## config.mk

```make
export PLATFORM = sky130hd
export DESIGN_NAME = agu_k2_wb_ctrl
export DESIGN_NICKNAME = d
export VERILOG_FILES = /design/src/rtl/agu_k2_wb_ctrl.sv
export SDC_FILE = /design/constraint.sdc
export NUM_CORES = 1
export LEC_CHECK = 0
export CAP_MARGIN = 15
export CORE_ASPECT_RATIO = 1.1
export CORE_MARGIN = 8
export CORE_UTILIZATION = 50
export CTS_CLUSTER_DIAMETER = 50
export DETAILED_ROUTE_END_ITERATION = 10
export PLACE_DENSITY = 0.75
export SYNTH_ARGS = -nofsm -noshare
export SYNTH_HDL_FRONTEND = slang
export SYNTH_SLANG_ARGS = --single-unit
```

## constraint.sdc

```tcl
create_clock -name clk -period 25.2 [get_ports clk]
set_clock_uncertainty 0.1 [all_clocks]
set_input_delay 5.04 -clock clk [delete_from_list [all_inputs] [get_ports clk]]
set_output_delay 5.04 -clock clk [all_outputs]
set_load 0.02 [all_outputs]
```

## src/rtl/agu_k2_wb_ctrl.sv

```systemverilog
// agu_k2_wb_ctrl
// Write-back consumer of the k2-stage AGU address stream. Each {order0, order1}
// pair offered by the AGU is queued in a small FIFO. Each butterfly result is
// paired, in order, with the oldest queued pair and written to the coefficient
// memory through a registered dual-port write. Stage completion is reported
// once the AGU has finished and every queued pair has been written.
//
// Ports
//   clk, rst                     clock; asynchronous active-high reset
//   addr_en_i, order0_i/1_i      AGU address pair and its valid
//   agu_done_i                   AGU stage-complete pulse
//   bf_valid_i, bf_data0_i/1_i   butterfly result and its valid
//   mem_we_o, mem_addr0/1_o,
//   mem_wdata0/1_o               registered memory write port (latency 1)
//   fifo_full_o, fifo_empty_o    address FIFO status
//   wb_cnt_o                     pairs written since leaving IDLE
//   wb_done_o                    one-cycle stage-complete pulse
//   ovf_err_o, udf_err_o,
//   pair_err_o                   sticky error flags, cleared only by rst
//   dbg_state_o                  FSM state: 0 IDLE, 1 RUN, 2 DRAIN, 3 DONE
//
// Handshake: addr_en_i and bf_valid_i are single-cycle valid strobes with no
// ready/back-pressure. A pair is accepted when addr_en_i is high and the FIFO
// is not full (or is popped in the same cycle); a butterfly result consumes the
// head pair when bf_valid_i is high and the FIFO is not empty. Anything not
// accepted is dropped and flagged.
//
// Configuration
//   WB_PAIR_CHECK_EN  when defined, every accepted pair must satisfy
//                     order1 == order0 + 1; otherwise pair_err_o is set.
//                     When undefined, pair_err_o is tied low.

module agu_k2_wb_ctrl #(
  parameter int D_WIDTH    = 32,
  parameter int DATA_W     = 64,
  parameter int FIFO_DEPTH = 8    // power of 2, >= 2
) (
  input  logic               clk,
  input  logic               rst,
  input  logic               addr_en_i,
  input  logic [D_WIDTH-1:0] order0_i,
  input  logic [D_WIDTH-1:0] order1_i,
  input  logic               agu_done_i,
  input  logic               bf_valid_i,
  input  logic [DATA_W-1:0]  bf_data0_i,
  input  logic [DATA_W-1:0]  bf_data1_i,
  output logic               mem_we_o,
  output logic [D_WIDTH-1:0] mem_addr0_o,
  output logic [D_WIDTH-1:0] mem_addr1_o,
  output logic [DATA_W-1:0]  mem_wdata0_o,
  output logic [DATA_W-1:0]  mem_wdata1_o,
  output logic               fifo_full_o,
  output logic               fifo_empty_o,
  output logic [D_WIDTH-1:0] wb_cnt_o,
  output logic               wb_done_o,
  output logic               ovf_err_o,
  output logic               udf_err_o,
  output logic               pair_err_o,
  output logic [1:0]         dbg_state_o
);

  localparam int AW = $clog2(FIFO_DEPTH);
  localparam int CW = AW + 1;
  localparam logic [CW-1:0] FULL_CNT = CW'(FIFO_DEPTH);

  typedef enum logic [1:0] {
    S_IDLE  = 2'd0,
    S_RUN   = 2'd1,
    S_DRAIN = 2'd2,
    S_DONE  = 2'd3
  } state_t;

  state_t state_q, state_d;
  logic   enter_run;

  // ---------------------------------------------------------------- FIFO
  logic [D_WIDTH-1:0] fifo_a0 [FIFO_DEPTH];
  logic [D_WIDTH-1:0] fifo_a1 [FIFO_DEPTH];
  logic [AW-1:0]      wr_ptr, rd_ptr;
  logic [CW-1:0]      occ;
  logic               push, pop;

  assign fifo_empty_o = (occ == '0);
  assign fifo_full_o  = (occ == FULL_CNT);

  assign pop  = bf_valid_i && !fifo_empty_o;
  // A full FIFO can still accept a push when the head leaves in the same cycle.
  assign push = addr_en_i && (!fifo_full_o || pop);

  // Storage needs no reset: occupancy alone decides which entries are live.
  always_ff @(posedge clk) begin
    if (push) begin
      fifo_a0[wr_ptr] <= order0_i;
      fifo_a1[wr_ptr] <= order1_i;
    end
  end

  always_ff @(posedge clk or posedge rst) begin
    if (rst) begin
      wr_ptr <= '0;
      rd_ptr <= '0;
      occ    <= '0;
    end else begin
      if (push) wr_ptr <= wr_ptr + AW'(1);
      if (pop)  rd_ptr <= rd_ptr + AW'(1);
      case ({push, pop})
        2'b10:   occ <= occ + CW'(1);
        2'b01:   occ <= occ - CW'(1);
        default: occ <= occ;
      endcase
    end
  end

  // ---------------------------------------------------------------- FSM
  always_ff @(posedge clk or posedge rst) begin
    if (rst) state_q <= S_IDLE;
    else     state_q <= state_d;
  end

  always_comb begin
    state_d   = state_q;
    enter_run = 1'b0;
    case (state_q)
      S_IDLE: begin
        if (addr_en_i) begin
          state_d   = S_RUN;
          enter_run = 1'b1;
        end
      end
      S_RUN: begin
        if (agu_done_i) state_d = S_DRAIN;
      end
      S_DRAIN: begin
        // The AGU enable trails its done pulse, so keep accepting pushes and
        // only finish once nothing is queued or arriving.
        if (fifo_empty_o && !addr_en_i && !bf_valid_i) state_d = S_DONE;
      end
      S_DONE: begin
        // A push in DONE opens the next stage straight away; the count is
        // not cleared because the block never passed through IDLE.
        state_d = addr_en_i ? S_RUN : S_IDLE;
      end
      default: state_d = S_IDLE;
    endcase
  end

  assign wb_done_o   = (state_q == S_DONE);
  assign dbg_state_o = state_q;

  // ---------------------------------------------------------------- write path
  always_ff @(posedge clk or posedge rst) begin
    if (rst) begin
      mem_we_o     <= 1'b0;
      mem_addr0_o  <= '0;
      mem_addr1_o  <= '0;
      mem_wdata0_o <= '0;
      mem_wdata1_o <= '0;
    end else begin
      mem_we_o <= pop;
      if (pop) begin
        mem_addr0_o  <= fifo_a0[rd_ptr];
        mem_addr1_o  <= fifo_a1[rd_ptr];
        mem_wdata0_o <= bf_data0_i;
        mem_wdata1_o <= bf_data1_i;
      end
    end
  end

  // Counter moves on the same edge that raises mem_we_o, so the count already
  // includes the write being presented.
  always_ff @(posedge clk or posedge rst) begin
    if (rst) begin
      wb_cnt_o <= '0;
    end else if (enter_run) begin
      wb_cnt_o <= {{(D_WIDTH-1){1'b0}}, pop};
    end else if (pop) begin
      wb_cnt_o <= wb_cnt_o + D_WIDTH'(1);
    end
  end

  // ---------------------------------------------------------------- errors
  always_ff @(posedge clk or posedge rst) begin
    if (rst) begin
      ovf_err_o <= 1'b0;
      udf_err_o <= 1'b0;
    end else begin
      if (addr_en_i && fifo_full_o && !pop) ovf_err_o <= 1'b1;
      if (bf_valid_i && fifo_empty_o)       udf_err_o <= 1'b1;
    end
  end

`ifdef WB_PAIR_CHECK_EN
  logic [D_WIDTH-1:0] order0_inc;
  assign order0_inc = order0_i + D_WIDTH'(1);

  always_ff @(posedge clk or posedge rst) begin
    if (rst)                                  pair_err_o <= 1'b0;
    else if (push && (order1_i != order0_inc)) pair_err_o <= 1'b1;
  end
`else
  assign pair_err_o = 1'b0;
`endif

endmodule

```

Fig. 1: run 1, gate-type map
The bar under the picture is 50 µm long.
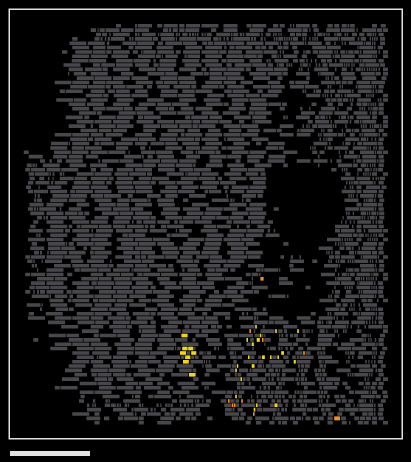
[inv cells] orange | cells: 10 | most used: inv_1
[nor cells] yellow | cells: 29 | most used: nor2_1

Fig. 2: run 1, metal 4
The bar under the picture is 50 µm long.
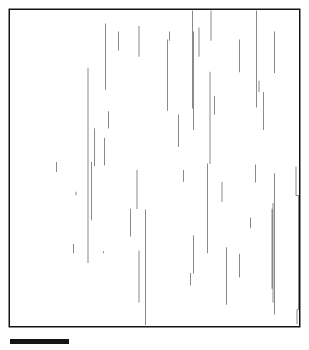
nets with wire on the layer: 26
share of all routed wire: 2.6%
wire length on this layer: 1820 µm
via count: 16500
final wirelength: 70.9 mm

==> impl_metrics.toml, run 1 <==
# implementation run metrics
[final_timing]
slew_violations = 0
setup_tns_ps = 0
fmax_mhz = 130
period_used_pct = 30.6
fin_crit_ps = 7700
rsz0062_at_grt = "no"
hold_slack_ps = 370
worst_slack_ps = 17500
setup_viol = 0
hold_viol = 0
tightestPinTransition_ps = 1080
relSlewSlack_pct = 27.9

[die]
core_area_um2 = 57000
core.rowCount = 92
ios = 430
die.size.y_um = 267
initial_utilization_pct = 50.2
die_area_um2 = 65100
die_w_um = 244

[finish]
logic_area_um2 = 6880
drive_gt1_share_pct = 12.6
layout.nets = 2405
syn_to_final_growth_pct = 26.6
seqCellArea_um2 = 21400
instances_no_fill = 3021
n_fill_cell = 4035

[global_routing]
grt_pass1_vias = 17100
grt_first_pass_wirelength_mm = 107
track_usage_pct = 21.5
grt.overflow.total = 0
grt_max_degree = 202
antenna_found_initial = 9

[clocking]
cts_inserted_buffers = 77
cts_root_buffer = "clkbuf_16"
clock_latency_ps = 610
cts_tree = "yes"
cts-htree-levels = 3
cts-resized-gates = 0
cts.sinks = 751
clkTransAtPathRegs_ps = 60
cts_buffer_depth = 3
cts_setup_buffers = 0
holdBufCountCts = 0

[synthesis]
top_cell_area_share_pct = 53.7
largest_area_cell = "edfxtp_1"
avgSynthCellArea_um2 = 16.3
synthCells = 1759
most_common_cell = "edfxtp_1"
ys_warn_count = 0
netlist-cell-type-count = 46
syn_area_um2 = 28600
synthArstFlopShare_pct = 31.8
yosys_area_um2 = 28600
netlist_top_cells_area = "edfxtp_1 54%, dfrtp_1 21%, mux4_2 10%"
ys_seq_share_pct = 74.6
ys_cells = 1759
syn-num-nets = 1965
common_cells = "512 x edfxtp_1, 478 x nand2_1, 239 x dfrtp_1"
edf_count = 512
flop_cell = "edfxtp_1"
ys.flops = 751

[detailed_routing]
drc = 0
drt-initial-drc-count = 1213
wl_per_cell_um = 23.5
ant_nets = 0
firstDrtPassIters = 5
viasPerCell = 5.45

[power]
p_leak_nw = 13.5
irDropWorstVdd_v = 0.0000824
power_density_nw_per_um2 = 114
total_power_mw = 4.12

[setup_path]
cp.arrival_ps = 7820
rrSetupSlack_ps = 21990
r2r_end = "mem_addr1_o[13]$_DFFE_PP0N_"
criticalPathCategory = "input port to register"
cp_max_fo = 39
critical_path_required_ps = 25320
rr_startpoint = "rd_ptr[1]$_DFFE_PP0N_"
worstRegToRegCells = 4
cpPeakStageDelay_ps = 760
start_kind = "input port"
crit_path_cell_trace = "clkdlybuf4s50_1, or2b_1, o21a_1, nand2_1, nor2_4, buf_4"
end_kind = "register"
slowest_stage = "nor2_4"

[placement]
dp_cells = 2872
dp_hpwl_mm = 46.1
gp_congestion = 0.864
post-place-ws_ps = 16870
portBuffers = 428

[worst_hold_path]
min_path_cells = 2
hold_class = "register to register"
min_from = "mem_wdata0_o[36]$_DFFE_PP0N_"
min_to = "mem_wdata0_o[36]$_DFFE_PP0N_"

[outcome]
outcome = "complete, no violations"

[job]
max_cap_violations = 0
warnings = 36
Fig. 3: run 1, signal wires by layer
The bar under the picture is 50 µm long.
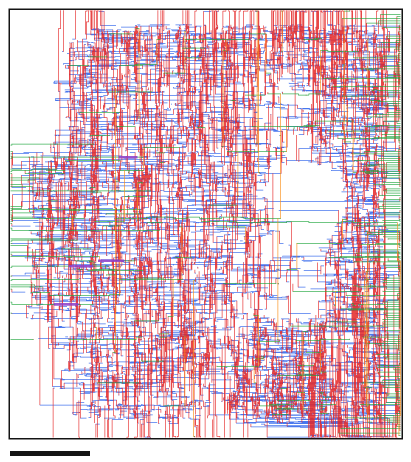
[metal 3] green | wire length: 4940 µm
[metal 1] blue | wire length: 27.8 mm
[metal 2] red | wire length: 36.4 mm
[metal 4] orange | wire length: 1820 µm
[metal 5] purple | wire length: 52.4 µm

-- run 1: state kept, by name, summed over array words and instances, names as in the netlist, 2 cells and up --
name / flops
mem_wdata1_o: 64
occ: 4
wb_cnt_o: 32
fifo_a0: 256
wr_ptr: 3
mem_addr0_o: 32
dbg_state_o: 2
fifo_a1: 256
mem_addr1_o: 32
mem_wdata0_o: 64
rd_ptr: 3
-- run 1: cells by family after synthesis --
group	synth area share, %
simple gates	8.11
mux	12.5
fa+ha+maj	0.394
other cells	0.0131
compound gates	2.37
flops	74.6
buf+inv	1.50
xor+xnor	0.459
-- run 1: layout by cell type (no fill, tap or decap), types with 7 or more instances in the layout --
cell type          n
a21oi_1           21
buf_4             21
clkbuf_1          17
clkbuf_16         80
clkbuf_8           9
clkdlybuf4s50_1  428
clkinv_1          10
clkinv_2          13
dfrtp_1          236
diode_2            7
edfxtp_1         512
ha_1               9
inv_1              8
mux2i_1           67
mux4_2           128
nand2_1          478
nand3_1            8
nand4_1            9
nor2_1            14
o21ai_0           72
o31ai_1           11
or3_1              9
or4_1             15
xnor2_1           10
-- run 1: per-layer routing --
| layer | share of wire (%) | vias up | global-route usage, % | routed length, µm |
|---|---|---|---|---|
| li1 | - | 7411 | - | - |
| met1 | 39 | 8415 | 26.6 | 27800 |
| met2 | 51 | 523 | 37.0 | 36400 |
| met3 | 7.0 | 102 | 5.32 | 4940 |
| met4 | 2.6 | 8 | 7.19 | 1820 |
| met5 | 0.073 | - | 0 | 52 |
-- run 1: power by group --
group | total [mW] | switching (mW) | leakage, nW | internal, mW
sequential | 1.75 | 0.165 | 7.62 | 1.59
combinational | 1.26 | 0.682 | 4.69 | 0.578
clock | 1.11 | 0.462 | 1.22 | 0.643
-- run 1: critical path: cells and delay by family --
kind,cells,cell delay (ps)
simple gates,3,1210
compound gates,1,220
buf+inv,2,1310
-- run 1: through the flow --
stage               utilization, %  instance area [µm²]
finish                        63.5                36200
global route                  63.5                36200
detailed placement            59.1                33700
floorplan                        -                28600
CTS                           63.5                36200
global placement              59.1                33700
-- run 1: worst max-delay path by stage --
stage | from | end | depth (start not counted)
floorplan | addr_en_i | fifo_a0[0][0]$_DFFE_PP_ | 3
global placement | bf_valid_i | fifo_a0[7][15]$_DFFE_PP_ | 6
detailed placement | bf_valid_i | fifo_a0[5][10]$_DFFE_PP_ | 6
CTS | bf_valid_i | fifo_a0[5][2]$_DFFE_PP_ | 6
global route | bf_valid_i | fifo_a0[5][7]$_DFFE_PP_ | 6
finish | bf_valid_i | fifo_a1[5][23]$_DFFE_PP_ | 6
-- run 1: final cells by class --
class                           count  share of cell area, %
Timing Repair Buffer              450                   12.3
Tap cell                          752                   2.60
Clock buffer                      106                   6.05
Sequential cell                   751                   59.0
Multi-Input combinational cell    909                   19.0
Inverter                           10                  0.131
Clock inverter                     36                  0.829
Antenna cell                        7                 0.0484
Fig. 4: run 1, placed standard cells
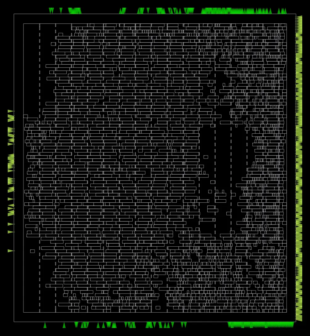

==> run 2: changes to the inputs <==
CORE_UTILIZATION = 49   (was 50)
PLACE_DENSITY = 0.76   (was 0.75)
clock period = 6.4 ns   (was 25.2 ns; I/O delays follow)
Fig. 5: run 2, placed standard cells
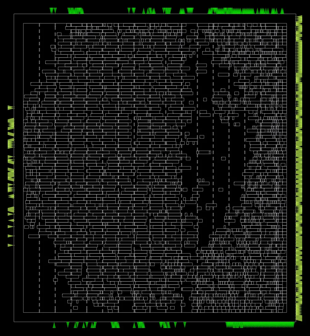
Non-Filler Instances: 3036
sequential share of cell area: 58.5%

==> run 2 against run 1 <==
Setup slack got worse by 15000 ps; utilization fell by 0.78 points; first-iteration DRC count fell by 7.8%; combinational power rose to 4.0 times the previous value; non-clock buffer count fell by 1; critical path depth fell by 3; sequential cell count did not move; sequential power rose to 3.9 times the previous value; power rose to 4.0 times the previous value; sequential share of layout area fell by 0.50 points; via count rose by 0.50%.
==> impl_metrics.toml, run 2 <==
# implementation run metrics
[outcome]
outcome = "complete, no violations"

[synthesis]
ys_warn_count = 0
top_cell_area_share_pct = 53.7
most_common_cell = "edfxtp_1"
ys.flops = 751
common_cells = "512 x edfxtp_1, 478 x nand2_1, 239 x dfrtp_1"
yosys_area_um2 = 28600
avgSynthCellArea_um2 = 16.3
largest_area_cell = "edfxtp_1"
synthArstFlopShare_pct = 31.8
syn-num-nets = 1965
syn_area_um2 = 28600
flop_cell = "edfxtp_1"
edf_count = 512
ys_seq_share_pct = 74.6
netlist_top_cells_area = "edfxtp_1 54%, dfrtp_1 21%, mux4_2 10%"
ys_cells = 1759
netlist-cell-type-count = 46
synthCells = 1759

[setup_path]
endpoint = "fifo_empty_o"
end_kind = "output pin"
worstRegToRegCells = 4
rr_startpoint = "occ[3]$_DFFE_PP0P_"
rrSetupSlack_ps = 3030
critical_path_required_ps = 5020
r2r_end = "mem_addr1_o[23]$_DFFE_PP0N_"
cp_max_fo = 7
criticalPathCategory = "register to output pin"
cp.arrival_ps = 2360
crit_path_start = "occ[1]$_DFFE_PP0P_"
start_kind = "register"

[worst_hold_path]
min_from = "mem_wdata1_o[13]$_DFFE_PP0N_"
hold_class = "register to register"
min_path_cells = 2

[final_timing]
hold_viol = 0
hold_slack_ps = 372
fmax_mhz = 268
setup_viol = 0
relSlewSlack_pct = 25.8
slew_violations = 0
fin_crit_ps = 3740
rsz0062_at_grt = "no"
period_used_pct = 58.4
tightestPinTransition_ps = 1110

[power]
power.switching_mw = 5.25
irDropWorstVdd_v = 0.000290
p_leak_nw = 13.6
seq_power_share_pct = 41.5
p_int_mw = 11.4
power_density_nw_per_um2 = 456
power_frac_comb_pct = 30.1
p_sw_share_pct = 31.6
clock_power_share_pct = 28.4
total_power_mw = 16.6

[die]
die_w_um = 246
die_area_um2 = 66400
die.size.y_um = 269
initial_utilization_pct = 49.2
ios = 430

[job]
warnings = 37
max_cap_violations = 0

[detailed_routing]
ant_nets = 0
num_vias = 16500
wl_per_cell_um = 23.7
drt-initial-drc-count = 1118
viasPerCell = 5.45
firstDrtPassIters = 5
drc = 0
wl_mm = 71.9

[global_routing]
grt_max_degree = 184
antenna_found_initial = 13
track_usage_pct = 21.3
grt.overflow.total = 0
grt_first_pass_wirelength_mm = 108
grt_pass1_vias = 17200

[clocking]
cts_setup_buffers = 0
cts.sinks = 751
cts_buffer_depth = 3
clock_latency_ps = 600
cts-htree-levels = 3
cts-resized-gates = 0
clkTransAtPathRegs_ps = 60
cts_inserted_buffers = 80
cts_root_buffer = "clkbuf_16"
holdBufCountCts = 0
cts_tree = "yes"

[finish]
syn_to_final_growth_pct = 27.6
lay_top_count = "edfxtp_1"
lay_top_cells = "512 x edfxtp_1, 478 x nand2_1, 428 x clkdlybuf4s50_1"
drive_gt1_share_pct = 12.9
largestRegisters = "fifo_a0 x256, fifo_a1 x256"
layout.nets = 2407
n_fill_cell = 4034
logic_area_um2 = 6900
seqCellArea_um2 = 21400

[placement]
dp_hpwl_mm = 44.5
portBuffers = 428
dp_cells = 2878
gp_congestion = 0.903
placed_area_um2 = 33700
Fig. 6: run 2, cells coloured by class
The bar under the picture is 50 µm long. Fill, decap, tap and diode cells in grey.
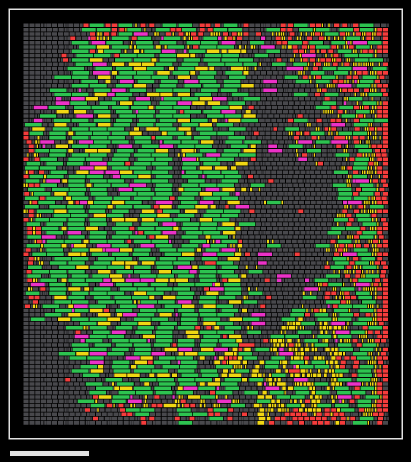
[sequential cells] green | cells: 751
[remaining buffers and delay cells] red | cells: 449
[clock drivers and dummy loads] magenta | cells: 148
[combinational and other logic] yellow | cells: 919
core area: 58200 µm²
fin util: 62.8%
num rows: 93
Post-Layout Inst Area: 36500 µm²

run 2: cells by family (layout without fill, tap and decap cells):
kind of cell               Yosys count  count (layout)  synth area share [%]
DFF                                751             751                  74.6
and+or+nand+nor                    566             566                  8.11
muxes                              197             197                  12.5
AOI/OAI and AO/OA                  121             121                  2.37
buffers and inverters               99             607                  1.50
xor gates and xnor gates            15              15                 0.459
adders and majority gates            9               9                 0.394
other                                1              10                0.0131
run 2: worst min path at each step:
stage | end
after floorplan | occ[2]$_DFFE_PP0P_
after global placement | mem_wdata0_o[60]$_DFFE_PP0N_
after detailed placement | mem_wdata1_o[18]$_DFFE_PP0N_
after CTS | mem_wdata1_o[13]$_DFFE_PP0N_
after global routing | mem_wdata1_o[20]$_DFFE_PP0N_
final | mem_wdata1_o[13]$_DFFE_PP0N_
run 2: worst max-delay path: stages, from the launching register on:
cell             delay (ps)
dfrtp_1                 450
or3_1                   480
nor2_1                  180
clkdlybuf4s50_1         660
run 2: stage by stage:
step                setup slack (ps)  TNS (ps)
CTS                             2520         0
detailed placement              1880         0
global placement                1970         0
floorplan                       -452    -86790
finish                          2660         0
global route                    2540         0
run 2: power by group through the flow:
stage | Combinational [mW] | Clock, mW | Sequential, mW
2_1_floorplan | 2.45 | 0 | 7.37
3_3_place_gp | 4.97 | 0 | 6.94
3_5_place_dp | 5.06 | 0 | 7.00
4_1_cts | 5.12 | 4.81 | 6.93
5_1_grt | 5.36 | 5.01 | 7.03
6_report | 5.01 | 4.72 | 6.91
run 2: layout make-up:
cell class / count / share of cell area (%)
Inverter: 10 / 0.120
Multi-Input combinational cell: 909 / 18.9
Sequential cell: 751 / 58.5
Antenna cell: 9 / 0.0617
Clock inverter: 39 / 1.37
Tap cell: 760 / 2.60
Timing Repair Buffer: 449 / 12.3
Clock buffer: 109 / 6.12
run 2: layer usage:
metal	vias to the layer above	share of wire (%)	global-route usage (%)	wire length, µm
met5	-	0.058	0	42
met4	6	3.6	8.84	2590
met3	121	8.5	6.14	6080
met2	619	50	35.8	36200
met1	8361	38	25.5	27000
li1	7435	-	-	-
Fig. 7: run 2, gate-type map
The bar under the picture is 50 µm long.
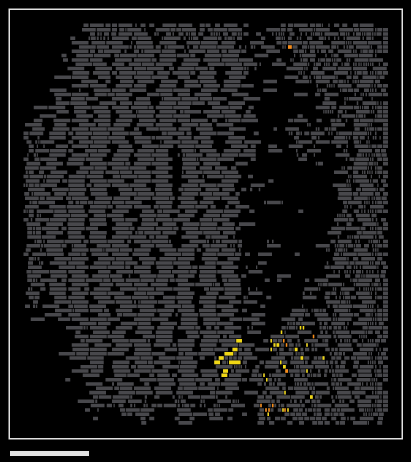

==> run 3: changes to the inputs <==
clock period = 3 ns   (was 6.4 ns; I/O delays follow)
Fig. 8: run 3, gate-type map
The bar under the picture is 50 µm long.
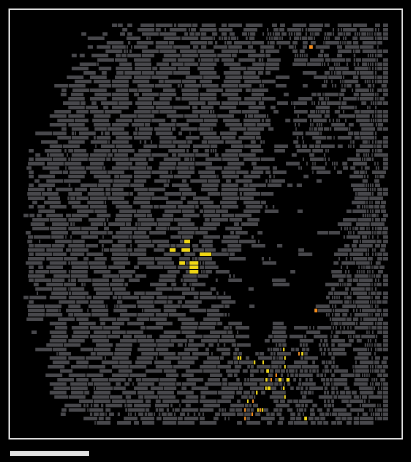
[nor cells] yellow | cells: 29 | most used: nor2_1
[inv cells] orange | cells: 10 | most used: inv_1
fraction of area in multi-input gates: 18.7%
Top cell excl fill/tap: edfxtp_1

==> run 3 against run 2 <==
Routed wire length rose by 0.60%; sequential cell count did not move; register-to-register slack got worse by 2800 ps; clock power rose by 120%; via count rose by 1.6%; combinational power rose by 120%; setup slack got worse by 2500 ps; die area did not move; count of clock-buffer cells in the layout fell by 4; non-clock buffer count rose by 36; utilization rose by 1.0 points.
==> impl_metrics.toml, run 3 <==
# implementation run metrics
[worst_hold_path]
hold_class = "input port to async pin"

[finish]
logic_area_um2 = 6930
lay_top_cells = "512 x edfxtp_1, 477 x nand2_1, 426 x clkdlybuf4s50_1"
seqCellArea_um2 = 21400
layout.nets = 2443
largestRegisters = "fifo_a0 x256, fifo_a1 x256"
n_fill_cell = 3993
syn_to_final_growth_pct = 29.7

[clocking]
cts_tree = "yes"
clkTransAtPathRegs_ps = 60
cts_inserted_buffers = 80
holdBufCountCts = 0
cts-resized-gates = 2
clock_latency_ps = 630
cts_buffer_depth = 3
cts_root_buffer = "clkbuf_16"
cts_setup_buffers = 0
cts.sinks = 751

[final_timing]
tightestPinTransition_ps = 984
fmax_mhz = 347
relSlewSlack_pct = 34.4
setup_viol = 0
hold_viol = 0
period_used_pct = 95.9
setup_tns_ps = 0

[synthesis]
most_common_cell = "edfxtp_1"
ys.flops = 751
synthCells = 1759
ys_seq_share_pct = 74.6
flop_cell = "edfxtp_1"
avgSynthCellArea_um2 = 16.3
ys_warn_count = 0
common_cells = "512 x edfxtp_1, 478 x nand2_1, 239 x dfrtp_1"
ys_cells = 1759
syn_area_um2 = 28600
yosys_area_um2 = 28600
syn-num-nets = 1965
top_cell_area_share_pct = 53.7

[power]
seq_power_share_pct = 40.5
power_frac_comb_pct = 31.0
p_sw_share_pct = 31.6
p_leak_nw = 13.9

[die]
die_w_um = 246
die.size.y_um = 269
core_area_um2 = 58200
die_area_um2 = 66400
ios = 430

[detailed_routing]
ant_nets = 0
wl_per_cell_um = 23.6
drt-initial-drc-count = 974
firstDrtPassIters = 7

[setup_path]
cp.arrival_ps = 2180
critical_path_required_ps = 2300
cp_max_fo = 7
slowest_stage = "or3_1"
criticalPathCategory = "register to output pin"
end_kind = "output pin"

[global_routing]
grt.overflow.total = 0
grt_first_pass_wirelength_mm = 109
antenna_found_initial = 10

[placement]
gp_congestion = 0.876
dp_hpwl_mm = 47.5

[job]
max_cap_violations = 0

[outcome]
outcome = "complete, no violations"
Fig. 9: run 3, placed standard cells
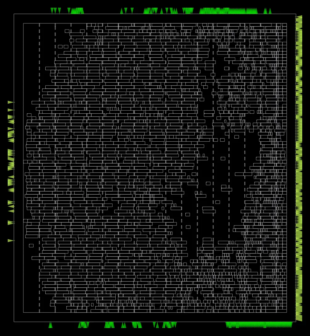
fin util: 63.8%
# Taps: 760
sequential share of cell area: 57.6%
Non-Filler Instances: 3067

[run 3: cell count changes in the layout (fill, tap and decap cells not counted), sizes merged]
| cell | before | now |
|---|---|---|
| buf | 21 | 57 |
| clkbuf | 109 | 105 |
| clkdlybuf4s50 | 428 | 426 |
| clkinv | 20 | 17 |
| clkinvlp | 3 | 10 |
| diode | 9 | 3 |
| dlygate4sd2 | 0 | 2 |
| inv | 17 | 18 |
[run 3: power by group through the flow]
stage                     Combinational (mW)  Clock (mW)  Sequential (mW)
after global placement                  11.1           0             14.6
final                                   11.1        10.2             14.6
after global routing                    11.9        10.9             14.8
after floorplan                         5.29           0             15.7
after CTS                               11.4        10.4             14.6
after detailed placement                11.3           0             14.7
[run 3: critical path, delay by kind of cell (launching register included)]
| family | cells | cell delay [ps] |
|---|---|---|
| flip-flops | 1 | 450 |
| AND/OR/NAND/NOR | 2 | 710 |
| buffers and inverters | 1 | 390 |
[run 3: path summary, 6_finish.rpt]
path / slack, ps / cells after the start / endpoint / from
worst max-delay path: 120 / 3 / fifo_empty_o / occ[1]$_DFFE_PP0P_
worst min-delay path: 290 / 2 / mem_wdata0_o[2]$_DFFE_PP0N_ / rst
worst max register to register: 230 / 4 / mem_addr0_o[13]$_DFFE_PP0N_ / occ[3]$_DFFE_PP0P_
worst min register to register: 360 / 1 / udf_err_o$_DFFE_PP0P_ / udf_err_o$_DFFE_PP0P_
max in group asynchronous: 1690 / 3 / mem_wdata1_o[1]$_DFFE_PP0N_ / rst
min in group clk: 360 / 1 / udf_err_o$_DFFE_PP0P_ / udf_err_o$_DFFE_PP0P_
[run 3: final cells by class]
type | count | area share, %
Inverter | 10 | 0.118
Tap cell | 760 | 2.56
Clock inverter | 44 | 1.61
Antenna cell | 3 | 0.0202
Timing Repair Buffer | 485 | 13.6
Multi-Input combinational cell | 909 | 18.7
Sequential cell | 751 | 57.6
Clock buffer | 105 | 5.90
[run 3: cells by family (layout without fill, tap and decap cells)]
logic type               after synthesis  in the layout  synth area share (%)
XOR/XNOR                              15             15                 0.459
flip-flops                           751            751                  74.6
buffers and inverters                 99            644                  1.50
other                                  1              4                0.0131
multiplexers                         197            197                  12.5
AND/OR/NAND/NOR                      566            566                  8.11
adder cells (fa/ha/maj)                9              9                 0.394
AND-OR/OR-AND                        121            121                  2.37
[run 3: routing by layer]
metal | track usage [%] | vias to the layer above | share of wire (%)
met5 | 0 | - | 0.11
met4 | 7.94 | 12 | 3.1
met3 | 5.24 | 120 | 7.6
met2 | 37.4 | 619 | 51
met1 | 26.0 | 8556 | 38
li1 | - | 7494 | -
[run 3: stage by stage]
| step | power, mW | area, µm² | hold slack, ps | setup slack [ps] |
|---|---|---|---|---|
| after floorplan | 21.0 | 28700 | 382 | -834 |
| after CTS | 36.4 | 37100 | 261 | 88.7 |
| final | 35.9 | 37100 | 286 | 122 |
| after global placement | 25.8 | 34300 | 343 | 94.6 |
| after detailed placement | 26.1 | 34300 | 351 | 36.2 |
| after global routing | 37.6 | 37100 | 278 | 34.6 |
No activity file was given, so power comes from the tool's default toggle rates.
